Fig. 1: layout detail
Region (38, 38) to (68, 68) um. Cells in grey, sequential cells in the stronger grey; small squares are vias.
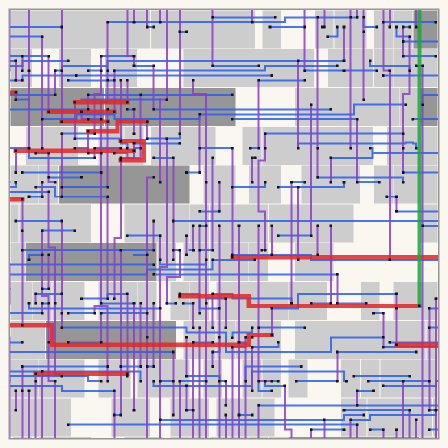
Fig. 2: placed standard cells
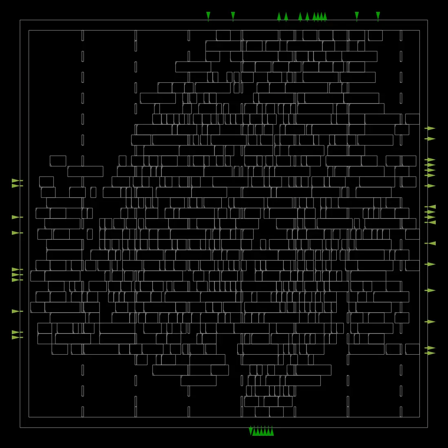
Fig. 3: routed metal per tile
Scale: 2 px per um. 21 x 21 tiles, from dark purple (low) to yellow (high), scaled to the fullest tile. Values are wire area over tile area, all layers added.
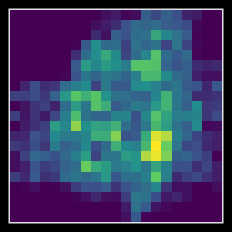
Fig. 4: logic cells by family
Scale: 4 px per um.
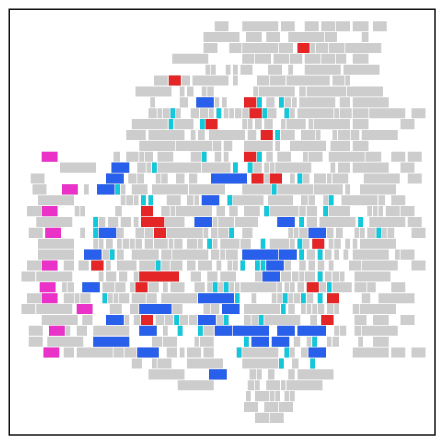
Fig. 5: metal layers overlaid
Scale: 4 px per um. Only two layers are drawn.
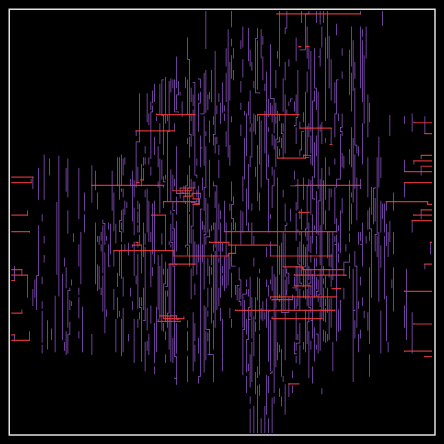
==> config.mk <==
export PLATFORM = sky130hd
export DESIGN_NAME = table_divider
export DESIGN_NICKNAME = d
export VERILOG_FILES = /design/src/rtl/table_divider.sv
export SDC_FILE = /design/constraint.sdc
export NUM_CORES = 1
export LEC_CHECK = 0
export ABC_AREA = 1
export ABC_CLOCK_PERIOD_IN_PS = 2800
export CORE_MARGIN = 2
export CORE_UTILIZATION = 40
export DETAILED_ROUTE_END_ITERATION = 12
export PLACE_DENSITY = 0.73
export SYNTH_ARGS = -nofsm -noshare
export SYNTH_HDL_FRONTEND = slang
export SYNTH_SLANG_ARGS = --single-unit
==> constraint.sdc <==
create_clock -name clk -period 2.8 [get_ports clk]
set_input_delay 0.56 -clock clk [delete_from_list [all_inputs] [get_ports clk]]
set_output_delay 0.56 -clock clk [all_outputs]
set_load 0.05 [all_outputs]
==> out/results.ini <==
[run_status]
status=finished, violations left
violations=setup timing

[synthesis]
synth.most_common_cell=nand2_1
synth-area-yosys_mm2=0.00417
yosys.area.top_type_share_pct=39.1
async_flop_share_pct=100
top_cells_by_count=nand2_1, dfrtp_1, inv_1, nor2_1, ha_1
yosys_warnings=0
synth.distinct_cells=35
ys.flops=65
yosys-top-cells-area=dfrtp_1, nand2_1, ha_1
synth.cell_area_mm2=0.00417
fp_nets=556
ys_cells=501

[clock_network]
hold_buffers=1
cts_setup_buffers=1
insertion_delay_ns=0.35
cts_made_buffers=9
cts.sinks=65
cts_resized=9
cts_root_buf=clkbuf_8
cts_htree_levels=3

[timing]
slew_headroom_pct=56.0
slew_violations=0
whs_ns=0.479
fin_ws_ns=-0.163
finalCritPeriodShare_pct=106
final.setup_skew_ns=0.0106
finalSetupViolCount=43
worst_pin_slew_ns=0.658

[critical_path]
crit_path_start_kind=flop
r2r_slack_ns=-0.16
cp.depth=20
cp-end-kind=flop
worstSetupPathType=flop to flop
critPathBufInv=4
crit_top_cell=nand2_1
cp.arrival_ns=3.24
cpMaxStageDelayCell=dfrtp_1

[floorplanning]
die_x_um=106

[final_layout]
final_util_pct=55.3
syn_to_final_growth_pct=35.7
fin_nets=636
largest_reg_flops=11
drive_above_1_share_pct=26.1

[flow_run]
warnings=28
maxCapViolations=0

[route]
drc=0
first_pass_iters=4
postRouteAntennaNets=0
wl_met1_um=4540
via_per_inst=5.00
wl_met3_um=457
drt_iter0_drc=214
routed.top_layer=met4
dr_wl_met2_um=4810

[global_route]
met2_usage_pct=29.9
grt_overflow_total=0
top_usage_layer=met2
grt_max_degree=38
grt_pass1_vias=3493

[placement]
gp_congestion=0.945
place_area_mm2=0.00498
dp_hpwl_um=7170
pre_cts_slack_ns=-0.203

[worst_hold_path]
min_path_cells=2

About Fig. 1:
purple -> met2
green -> met4
red -> met3
blue -> met1
sequential cells in the window = 5
most frequent = nand2_1 (14), inv_1 (11), nand4_1 (8)
cells with their middle in the window = 75

About Fig. 2:
# fillers: 876
n_taps: 136
row cnt: 37
FFs & Latches: 65
fin cells: 722

About Fig. 3:
nearly empty tiles = 27%
densest ninth of the die = centre
fullest tile = 0.58
tiles over half the peak = 12%
Vias: 3610
final WL: 10000 um
global-route usage over all layers: 18.4%
per-cell routed wire length: 13.9 um

About Fig. 4:
red -> XOR/XNOR gates  # cells 20, most used xor2_1
magenta -> multiplexers  # cells 10, most used mux2_2
blue -> adder and majority cells  # cells 32, most used ha_1
cyan -> inverters  # cells 60, most used inv_1
Comb/total area: 44.4%
most frequent logic cell in the layout: nand2_1

About Fig. 5:
purple -> met2  # wire length 4810 um
red -> met3  # wire length 457 um

## final cells by class
cell class / count / area (um2) / area share (%)
inverter: 60 / 225 / 3.98
clock buffer: 9 / 124 / 2.19
sequential: 65 / 1630 / 28.8
multi-input combinational: 357 / 2510 / 44.4
timing repair buffer: 88 / 905 / 16.0
clock inverter: 7 / 95.1 / 1.68
tap: 136 / 170 / 3.01
## layout by cell type (no fill, tap or decap), types with 5 or more instances in the layout
| master | n |
|---|---|
| ha_1 | 24 |
| clkdlybuf4s50_1 | 44 |
| nor3_1 | 5 |
| xor2_1 | 13 |
| inv_1 | 57 |
| dfrtp_1 | 65 |
| ha_4 | 5 |
| nand2_2 | 10 |
| xnor2_1 | 5 |
| o21ai_2 | 15 |
| nand3_2 | 14 |
| nor2_1 | 37 |
| nand2_1 | 90 |
| a21oi_1 | 23 |
| nand4_1 | 21 |
| mux2_2 | 10 |
| o21ai_0 | 13 |
| clkbuf_8 | 9 |
| nand2_4 | 18 |
| nand3_1 | 23 |
| buf_4 | 32 |
## worst reg2reg max path: stages (launching register included)
cell,delay (ns)
dfrtp_1,0.42
buf_4,0.16
fa_2,0.38
nand3_2,0.08
nand2_2,0.08
a21boi_4,0.18
nor2_2,0.05
nor2_2,0.08
xnor2_1,0.17
ha_1,0.29
nand2_1,0.07
inv_1,0.04
nand2_1,0.06
nand2_1,0.06
nand2_2,0.06
nand2_2,0.06
buf_4,0.14
a21oi_4,0.14
buf_12,0.16
nand4_1,0.10
nand2_1,0.10
## kinds of logic (layout without fill, tap and decap cells)
group                      after synthesis  in the layout  synth area share, %
AOI/OAI and AO/OA                       65             65                 9.73
xor gates and xnor gates                20             20                 4.21
adders and majority gates               32             32                 9.97
buffers and inverters                   79            164                 8.68
DFF                                     65             65                 39.1
muxes                                   10             10                 2.70
and+or+nand+nor                        230            230                 25.7
